==> run_1/met1.png <==
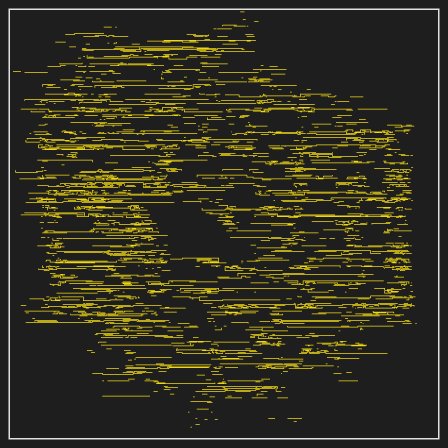
==> run_1/port_nets.png <==
Bar = 50 µm.
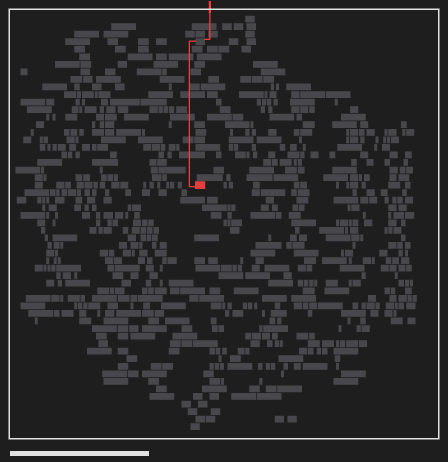
==> run_1/clock_map.png <==
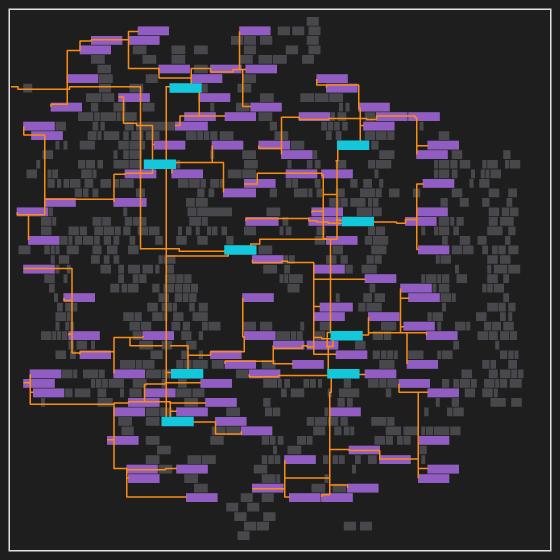
File: src/rtl/pulpemu_clk_div_pkg.sv
// Shared types and helpers for the pulpemu multi-channel clock divider.
// Divisors travel as 32-bit values and are cut to the channel width inside each channel.
package pulpemu_clk_div_pkg;

    localparam int unsigned MIN_DIV   = 2;
    localparam int unsigned DIV_MAX_W = 32;

    typedef struct packed {
        logic                 en;
        logic [DIV_MAX_W-1:0] div;
    } cfg_t;

    function automatic int ch_w(input int n);
        return (n > 1) ? $clog2(n) : 1;
    endfunction

    // Anything below 2 would need a clk_i bypass, which the design never offers.
    function automatic logic [DIV_MAX_W-1:0] clamp_div(input logic [DIV_MAX_W-1:0] d);
        return (d < MIN_DIV) ? MIN_DIV : d;
    endfunction

endpackage

File: src/rtl/pulpemu_clk_div_if.sv
// Configuration port of the clock divider: one channel update per accepted beat.
// Handshake: a beat transfers on a clk_i edge where cfg_valid_i && cfg_ready_o; the master
// holds ch/div/en stable while valid is high, and ready may depend combinationally on ch.
interface pulpemu_clk_div_if
    import pulpemu_clk_div_pkg::*;
#(
    parameter int unsigned N_CH  = 2,
    parameter int unsigned DIV_W = 16
) ();
    localparam int CH_W = ch_w(N_CH);

    logic             cfg_valid_i;
    logic             cfg_ready_o;
    logic [CH_W-1:0]  cfg_ch_i;
    logic [DIV_W-1:0] cfg_div_i;
    logic             cfg_en_i;

    modport master (
        output cfg_valid_i, cfg_ch_i, cfg_div_i, cfg_en_i,
        input  cfg_ready_o
    );

    modport slave (
        input  cfg_valid_i, cfg_ch_i, cfg_div_i, cfg_en_i,
        output cfg_ready_o
    );
endinterface

File: src/rtl/pulpemu_clk_div_ch.sv
// One divider channel: period counter, active and pending settings, registered clk/tick.
// Updates land only on a wrap (or right away when stopped) so the output never glitches.
module pulpemu_clk_div_ch
    import pulpemu_clk_div_pkg::*;
#(
    parameter int unsigned DIV_W       = 16,
    parameter int unsigned DEFAULT_DIV = 256,
    parameter bit          ENABLE_RST  = 1'b1
) (
    input  logic clk_i,
    input  logic rstn_i,
    input  logic load_i,
    input  cfg_t cfg_i,
    output logic clk_o,
    output logic tick_o,
    output logic busy_o
);
    localparam logic [DIV_W-1:0] RST_DIV = DIV_W'(clamp_div(DIV_MAX_W'(DEFAULT_DIV)));

    logic [DIV_W-1:0] cnt_q, cnt_d;
    logic [DIV_W-1:0] div_q, div_d;
    logic [DIV_W-1:0] pdiv_q, pdiv_d;
    logic             en_q, en_d;
    logic             pen_q, pen_d;
    logic             pend_q, pend_d;
    logic             clk_q, clk_d;
    logic             tick_q, tick_d;

    logic             wrap;
    logic             apply;
    logic [DIV_W-1:0] ld_div;
    logic [DIV_W-1:0] src_div;
    logic             src_en;

    assign wrap    = en_q && (cnt_q == div_q - DIV_W'(1));
    assign ld_div  = DIV_W'(clamp_div(cfg_i.div));
    // A load arriving on the wrap itself bypasses the pending register.
    assign src_div = load_i ? ld_div : pdiv_q;
    assign src_en  = load_i ? cfg_i.en : pen_q;
    assign apply   = (wrap && (load_i || pend_q)) || (!en_q && pend_q);

    always_comb begin
        cnt_d  = cnt_q;
        div_d  = div_q;
        en_d   = en_q;
        pdiv_d = pdiv_q;
        pen_d  = pen_q;
        pend_d = pend_q;

        if (en_q) begin
            cnt_d = wrap ? '0 : cnt_q + DIV_W'(1);
        end else begin
            cnt_d = '0;
        end

        if (apply) begin
            div_d  = src_div;
            en_d   = src_en;
            cnt_d  = '0;
            pend_d = 1'b0;
        end else if (load_i) begin
            pdiv_d = ld_div;
            pen_d  = cfg_i.en;
            pend_d = 1'b1;
        end

        // Outputs are computed from next state so the flops track the counter they describe.
        tick_d = wrap;
        clk_d  = en_d && (cnt_d >= (div_d >> 1));
    end

    always_ff @(posedge clk_i or negedge rstn_i) begin
        if (!rstn_i) begin
            cnt_q  <= '0;
            div_q  <= RST_DIV;
            en_q   <= ENABLE_RST;
            pdiv_q <= RST_DIV;
            pen_q  <= 1'b0;
            pend_q <= 1'b0;
            clk_q  <= 1'b0;
            tick_q <= 1'b0;
        end else begin
            cnt_q  <= cnt_d;
            div_q  <= div_d;
            en_q   <= en_d;
            pdiv_q <= pdiv_d;
            pen_q  <= pen_d;
            pend_q <= pend_d;
            clk_q  <= clk_d;
            tick_q <= tick_d;
        end
    end

    assign clk_o  = clk_q;
    assign tick_o = tick_q;
    assign busy_o = pend_q;

endmodule

File: src/rtl/pulpemu_clk_div_gen.sv
// Multi-channel runtime-programmable clock divider for the pulpemu emulation platform.
// Decodes config beats to channels; beats for channels that do not exist are swallowed.
module pulpemu_clk_div_gen
    import pulpemu_clk_div_pkg::*;
#(
    parameter int unsigned N_CH        = 2,
    parameter int unsigned DIV_W       = 16,
    parameter int unsigned DEFAULT_DIV = 256,
    parameter bit          ENABLE_RST  = 1'b1
) (
    input  logic                clk_i,
    input  logic                rstn_i,
    pulpemu_clk_div_if.slave    cfg,
    output logic [N_CH-1:0]     clk_o,
    output logic [N_CH-1:0]     tick_o,
    output logic [N_CH-1:0]     busy_o
);
    localparam int CH_W = ch_w(N_CH);

    logic            ready;
    logic [N_CH-1:0] load;
    cfg_t            cfg_req;

    always_comb begin
        ready = 1'b1;
        load  = '0;
        for (int i = 0; i < N_CH; i++) begin
            if (cfg.cfg_ch_i == CH_W'(i)) begin
                ready   = !busy_o[i];
                load[i] = cfg.cfg_valid_i && !busy_o[i];
            end
        end
    end

    assign cfg.cfg_ready_o = ready;
    assign cfg_req.en      = cfg.cfg_en_i;
    assign cfg_req.div     = DIV_MAX_W'(cfg.cfg_div_i);

    for (genvar g = 0; g < N_CH; g++) begin : g_ch
        pulpemu_clk_div_ch #(
            .DIV_W       (DIV_W),
            .DEFAULT_DIV (DEFAULT_DIV),
            .ENABLE_RST  (ENABLE_RST)
        ) u_ch (
            .clk_i  (clk_i),
            .rstn_i (rstn_i),
            .load_i (load[g]),
            .cfg_i  (cfg_req),
            .clk_o  (clk_o[g]),
            .tick_o (tick_o[g]),
            .busy_o (busy_o[g])
        );
    end

endmodule

File: src/flat_wrapper.sv
// flat-port wrapper written by rule: the top's interface ports become plain ports
module pulpemu_clk_div_gen_flat import pulpemu_clk_div_pkg::*;
#(
    parameter int unsigned N_CH        = 2,
    parameter int unsigned DIV_W       = 16,
    parameter int unsigned DEFAULT_DIV = 256,
    parameter bit          ENABLE_RST  = 1'b1
)
  (clk_i, rstn_i, clk_o, tick_o, busy_o, cfg_cfg_valid_i, cfg_cfg_ch_i, cfg_cfg_div_i, cfg_cfg_en_i, cfg_cfg_ready_o);
  pulpemu_clk_div_if #(.N_CH(N_CH), .DIV_W(DIV_W)) cfg_i ();
  input  logic clk_i;
  input  logic rstn_i;
  output logic [N_CH-1:0] clk_o;
  output logic [N_CH-1:0] tick_o;
  output logic [N_CH-1:0] busy_o;
  input wire logic [$bits(cfg_i.cfg_valid_i)-1:0] cfg_cfg_valid_i;
  input wire logic [$bits(cfg_i.cfg_ch_i)-1:0] cfg_cfg_ch_i;
  input wire logic [$bits(cfg_i.cfg_div_i)-1:0] cfg_cfg_div_i;
  input wire logic [$bits(cfg_i.cfg_en_i)-1:0] cfg_cfg_en_i;
  output wire logic [$bits(cfg_i.cfg_ready_o)-1:0] cfg_cfg_ready_o;
  assign cfg_i.cfg_valid_i = cfg_cfg_valid_i;
  assign cfg_i.cfg_ch_i = cfg_cfg_ch_i;
  assign cfg_i.cfg_div_i = cfg_cfg_div_i;
  assign cfg_i.cfg_en_i = cfg_cfg_en_i;
  assign cfg_cfg_ready_o = cfg_i.cfg_ready_o;
  pulpemu_clk_div_gen #(.N_CH(N_CH), .DIV_W(DIV_W), .DEFAULT_DIV(DEFAULT_DIV), .ENABLE_RST(ENABLE_RST)) u_core (.clk_i(clk_i), .rstn_i(rstn_i), .cfg(cfg_i), .clk_o(clk_o), .tick_o(tick_o), .busy_o(busy_o));
endmodule
File: config.mk
export PLATFORM = sky130hd
export DESIGN_NAME = pulpemu_clk_div_gen_flat
export DESIGN_NICKNAME = d
export VERILOG_FILES = /design/src/rtl/pulpemu_clk_div_pkg.sv /design/src/rtl/pulpemu_clk_div_if.sv /design/src/rtl/pulpemu_clk_div_ch.sv /design/src/rtl/pulpemu_clk_div_gen.sv /design/src/flat_wrapper.sv
export SDC_FILE = /design/constraint.sdc
export NUM_CORES = 1
export LEC_CHECK = 0
export CAP_MARGIN = 20
export CORE_UTILIZATION = 30
export DETAILED_ROUTE_END_ITERATION = 8
export PLACE_DENSITY_LB_ADDON = 0.12
export SETUP_SLACK_MARGIN = 0.2
export SYNTH_ARGS = -nofsm -noshare
export SYNTH_HDL_FRONTEND = slang
export SYNTH_SLANG_ARGS = --single-unit
File: constraint.sdc
create_clock -name clk_i -period 7.7 [get_ports clk_i]
set_input_delay 1.54 -clock clk_i [delete_from_list [all_inputs] [get_ports clk_i]]
set_output_delay 1.54 -clock clk_i [all_outputs]
set_load 0.01 [all_outputs]
==> results.ini, run 1 <==
[synth]
yosys-stat-cells=707
synth.distinct_cells=68
ys_seq_share_pct=38.27
netlist_area_um2=6950
yosys_area_um2=6950
async_flop_share_pct=100.0
syn_inst=707
ys_ff=106

[floorplan]
fp-utilization_pct=30.61
rows=55
die_y_um=154.2

[grt]
overflow=0
grt_use_met3_pct=1.373
track_usage_pct=15.80
grt_max_degree=61
grt-busiest-layer=met2

[detailed_routing]
wl_met3_um=305
ant_nets=0
drt-wirelength-per-cell_um=17.89

[cts]
clk_path_buf_depth=2
cts_tree=yes
cts_made_buffers=9
clkLatencyLatePin_ns=0.35
hold_buffers=0
ctsHtreeMaxLevel=3
postCtsSetupBuffers=0

[layout]
diodes=0
lay_top_count=dfrtp_1
layout-drive-gt1-share_pct=14.14

[critical_path]
rr_worst_depth=18
crit_slowest_cell=o32ai_4
cpPeakStageDelay_ns=0.83
cp.required_ns=7.91
critPathCaptureType=register
worstPathArrival_ns=5.68

[pwr]
peakVddDrop_uv=106.5
cellLeakagePower_uw=0.003277
powerDensity_nw_per_um2=231.8

[hold_path]
hold_path_depth=1
holdPathEnd=u_core.g_ch[0].u_ch.pdiv_q[7]
hp-class=reg -> reg

[sta]
slew_headroom_pct=34.01
setup_tns_ns=0
worst_pin_slew_ns=0.9870
fin_hold_ws_ns=0.5064

[run_status]
run_status=completed

## Picture notes: met1.png
wire length on this layer: 8240 µm
main direction: horizontal
nets with wire on the layer: 715
share of all routed wire: 46%
Vias: 5216
GR Layer Usage met1: 19.90%
routed wire length: 17750 µm

## Picture notes: port_nets.png
legend:
  cfg_cfg_ready_o:
    color: red
    direction: output
    edge: north
    end_cells: 1
    buffers: 1
    wire: 69.6 µm
Top Ports: 28
Port-buffer cells: 27

## Picture notes: clock_map.png
legend:
  flip-flops:
    color: purple
    count: 106
  clock wires:
    color: orange
    length: 1530 µm
  cells driving clock nets:
    color: cyan
    count: 9
routed clock nets: 10
flops lie: spread over the die

run 1: cells in the mapped netlist (all sizes together), types with 4 or more instances:
| cell | number | share of area (%) |
|---|---|---|
| nand3 | 25 | 1.8 |
| a21oi | 32 | 2.5 |
| a21o | 8 | 0.86 |
| nor3 | 31 | 2.2 |
| nor2 | 52 | 2.8 |
| and3 | 9 | 0.81 |
| nor4 | 10 | 0.99 |
| o22a | 15 | 1.9 |
| dfrtp | 100 | 36 |
| nor2b | 13 | 1.2 |
| buf | 24 | 2.4 |
| nand2b | 10 | 0.90 |
| nand4 | 9 | 0.81 |
| or2 | 4 | 0.36 |
| xor2 | 27 | 3.4 |
| or4 | 6 | 0.65 |
| or3 | 7 | 0.63 |
| mux2 | 62 | 10 |
| nand2 | 22 | 1.3 |
| ha | 34 | 6.1 |
| o21ai | 16 | 1.2 |
| mux2i | 21 | 3.0 |
| clkbuf | 24 | 1.3 |
| a22oi | 4 | 0.43 |
| o211ai | 5 | 0.54 |
| inv | 30 | 1.6 |
| dfstp | 6 | 2.3 |
| o22ai | 16 | 1.4 |
| xnor2 | 36 | 4.5 |
run 1: power breakdown:
group          total (µW)  switching (µW)  internal [µW]
logic                 506             244            262
registers             805             139            666
clock network         466             213            252
total                1780             596           1180
run 1: registers in the layout (all words and copies together) (netlist names):
| signal | cells |
|---|---|
| u_core.g_ch.u_ch.clk_o | 2 |
| u_core.g_ch.u_ch.tick_o | 2 |
| u_core.g_ch.u_ch.pen_q | 2 |
| u_core.g_ch.u_ch.cnt_q | 32 |
| u_core.g_ch.u_ch.busy_o | 2 |
| u_core.g_ch.u_ch.en_q | 2 |
| u_core.g_ch.u_ch.div_q | 32 |
| u_core.g_ch.u_ch.pdiv_q | 32 |
run 1: cell families (layout without fill, tap and decap cells):
logic type / count (synthesis) / after routing / synth area share, %
AND/OR/NAND/NOR: 209 / 209 / 15.73
multiplexers: 83 / 83 / 13.07
flip-flops: 106 / 106 / 38.27
XOR/XNOR: 63 / 63 / 7.939
adder cells (fa/ha/maj): 34 / 34 / 6.121
buffers and inverters: 79 / 79 / 5.347
AND-OR/OR-AND: 133 / 133 / 13.52
run 1: worst max-delay path: cells and delay by family (launching register included):
| kind | cells | cell delay, ns |
|---|---|---|
| buffers and inverters | 2 | 0.50 |
| adder cells (fa/ha/maj) | 2 | 0.54 |
| flip-flops | 1 | 0.45 |
| AND/OR/NAND/NOR | 3 | 0.91 |
| multiplexers | 1 | 0.25 |
| AND-OR/OR-AND | 10 | 2.66 |
run 1: through the flow:
step,power (µW),area [µm²],instances,setup WS (ns)
3_3_place_gp,1308,7376,977,2.314
4_1_cts,1804,7662,992,2.250
2_1_floorplan,1175,6950,707,3.407
5_1_grt,1909,7662,992,1.610
6_report,1776,7662,992,2.235
3_5_place_dp,1328,7376,977,2.229
run 1: layout make-up:
cell class | count | area, µm² | area share [%]
inverter | 31 | 116.4 | 1.519
tap | 285 | 356.6 | 4.654
timing repair buffer | 33 | 312.8 | 4.082
sequential | 106 | 2660 | 34.72
multi-input combinational | 522 | 3930 | 51.29
clock inverter | 4 | 53.80 | 0.7022
clock buffer | 11 | 232.7 | 3.037
==> run_1/registers.png <==
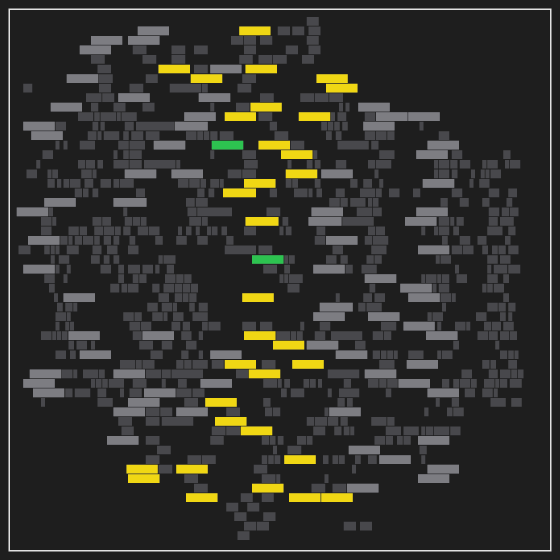

==> run 2, diff against run 1 <==
==> constraint.sdc (replaced) <==
create_clock -name clk_i -period 5.6 [get_ports clk_i]
set_input_delay 1.12 -clock clk_i [delete_from_list [all_inputs] [get_ports clk_i]]
set_output_delay 1.12 -clock clk_i [all_outputs]
set_load 0.01 [all_outputs]
==> run_2/registers.png <==
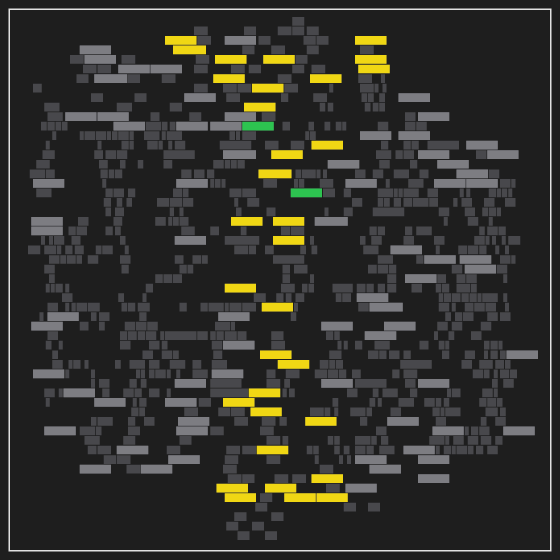
legend:
  u_core.g_ch.u_ch.pen_q:
    color: green
    placed_flops: 2
  u_core.g_ch.u_ch.pdiv_q:
    color: yellow
    placed_flops: 32
    where: a vertical strip down the middle
Finished Core Util: 34.20%
register area: 2660 µm²
sequential cell area share: 34.25%
P_seq: 1090 µW

==> run_2/port_nets.png <==
Bar = 50 µm.
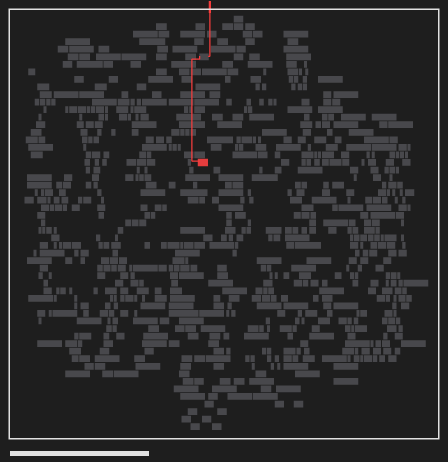
legend:
  cfg_cfg_ready_o:
    color: red
    direction: output
    edge: north
    end_cells: 1
    buffers: 1
    wire: 60.2 µm

==> run_2/met1.png <==
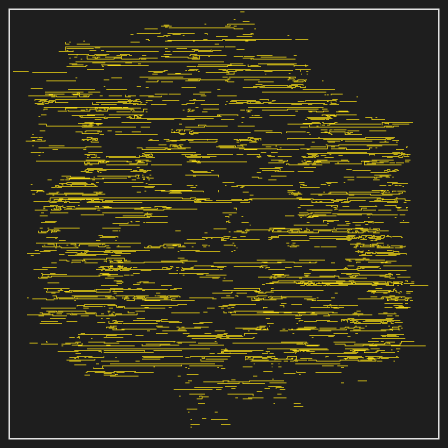
share of all routed wire: 45%
nets with wire on the layer: 733

==> run 2 against run 1 <==
Against the previous run:
- cell area grew 1.4%
- area after synthesis unchanged
- utilization grew 0.46 points
- critical path depth is 2 lower
- die size is the same
- register-to-register slack lost 1.6 ns
- combinational power increased by 45%
- worst setup slack worse by 1.6 ns
- synthesized cell count unchanged
- clock-buffer cell count down 2
- flip-flop count unchanged
==> results.ini, run 2 <==
[run_status]
run_status=completed

[detailed_routing]
wl_um=18690
wl_met3_um=427
via_count=5297
ant_nets=0

[synth]
async_flop_share_pct=100.0
topCellsByArea=dfrtp_1 (36%), mux2_2 (10%), ha_1 (6.1%)
yosys-stat-cells=707
top_cell_area_share_pct=36.00
netlist_area_um2=6950
synth.distinct_cells=68
yosys-top-cells-count=dfrtp_1 (100), mux2_2 (62), nor2_1 (52), xnor2_1 (36), ha_1 (34)
ys_ff=106

[cts]
ctsHtreeMaxLevel=3
postCtsSetupBuffers=0
cts_made_buffers=9
hold_buffers=0
clkLatencyLatePin_ns=0.37

[critical_path]
cpPeakStageDelay_ns=0.92
cp.required_ns=5.83
critPathCaptureType=register
cp_top_family=AND-OR/OR-AND gates
critical_path_buf_inv_count=1

[layout]
final_area_um2=7767
reg.largest.list=u_core.g_ch.u_ch.cnt_q (32), u_core.g_ch.u_ch.div_q (32), u_core.g_ch.u_ch.pdiv_q (32)
diodes=0
layout-drive-gt1-share_pct=15.86

[floorplan]
die_y_um=154.2
rows=55
io_pins=28
fp-utilization_pct=30.61

[sta]
worst_pin_slew_ns=1.077
slew_headroom_pct=27.54
setup_tns_ns=0

[place]
placed_area_um2=7458
portBuffers=27

[hold_path]
hp-class=reg -> reg

[pwr]
powerDensity_nw_per_um2=322.9

## run 2: cell counts after synthesis
No cell type changed its count.
## run 2: through the flow
stage	hold slack (ns)	utilization [%]	setup WS, ns	total power (µW)	cells
final	0.5080	34.20	0.6842	2508	1004
after global routing	0.5213	34.20	0.3495	2682	1004
after CTS	0.5111	34.20	0.6692	2541	1004
after detailed placement	0.4924	32.84	0.6899	1846	988
after global placement	0.4835	32.84	0.6928	1838	988
after floorplan	0.4708	-	1.307	1615	707
## run 2: final timing paths
check | cells after the start | to | slack (ns)
min in group asynchronous | 1 | u_core.g_ch[1].u_ch.cnt_q[11] | 0.91
worst min register to register | 1 | u_core.g_ch[0].u_ch.pdiv_q[0] | 0.51
worst max-delay path | 16 | u_core.g_ch[1].u_ch.clk_o | 0.68
worst max register to register | 16 | u_core.g_ch[1].u_ch.clk_o | 0.68
max in group asynchronous | 2 | u_core.g_ch[0].u_ch.en_q | 3.60
worst min-delay path | 1 | u_core.g_ch[0].u_ch.pdiv_q[0] | 0.51
## run 2: cells by family after synthesis
group | Yosys count | share of synthesized area [%]
mux | 83 | 13.07
flops | 106 | 38.27
buf+inv | 79 | 5.347
simple gates | 209 | 15.73
compound gates | 133 | 13.52
fa+ha+maj | 34 | 6.121
xor+xnor | 63 | 7.939
## run 2: layer usage
layer	track usage [%]	up-vias
met5	0	-
li1	-	2567
met2	29.26	56
met4	4.476	0
met3	3.138	17
met1	20.29	2657
## run 2: cell type report
class	count	area (µm²)	area share [%]
Inverter	31	116.4	1.498
Tap cell	285	356.6	4.591
Sequential cell	106	2660	34.25
Clock buffer	9	225.2	2.899
Clock inverter	7	83.83	1.079
Multi-Input combinational cell	522	3930	50.60
Timing Repair Buffer	44	395.4	5.090
## run 2: report_power, final
group	total [µW]	internal (µW)	leakage, µW	switching, µW
Sequential	1090	916	0.00134	175
Clock	683	356	0.000149	327
Combinational	734	366	0.00186	369
Power is estimated from default activity; no workload was simulated.
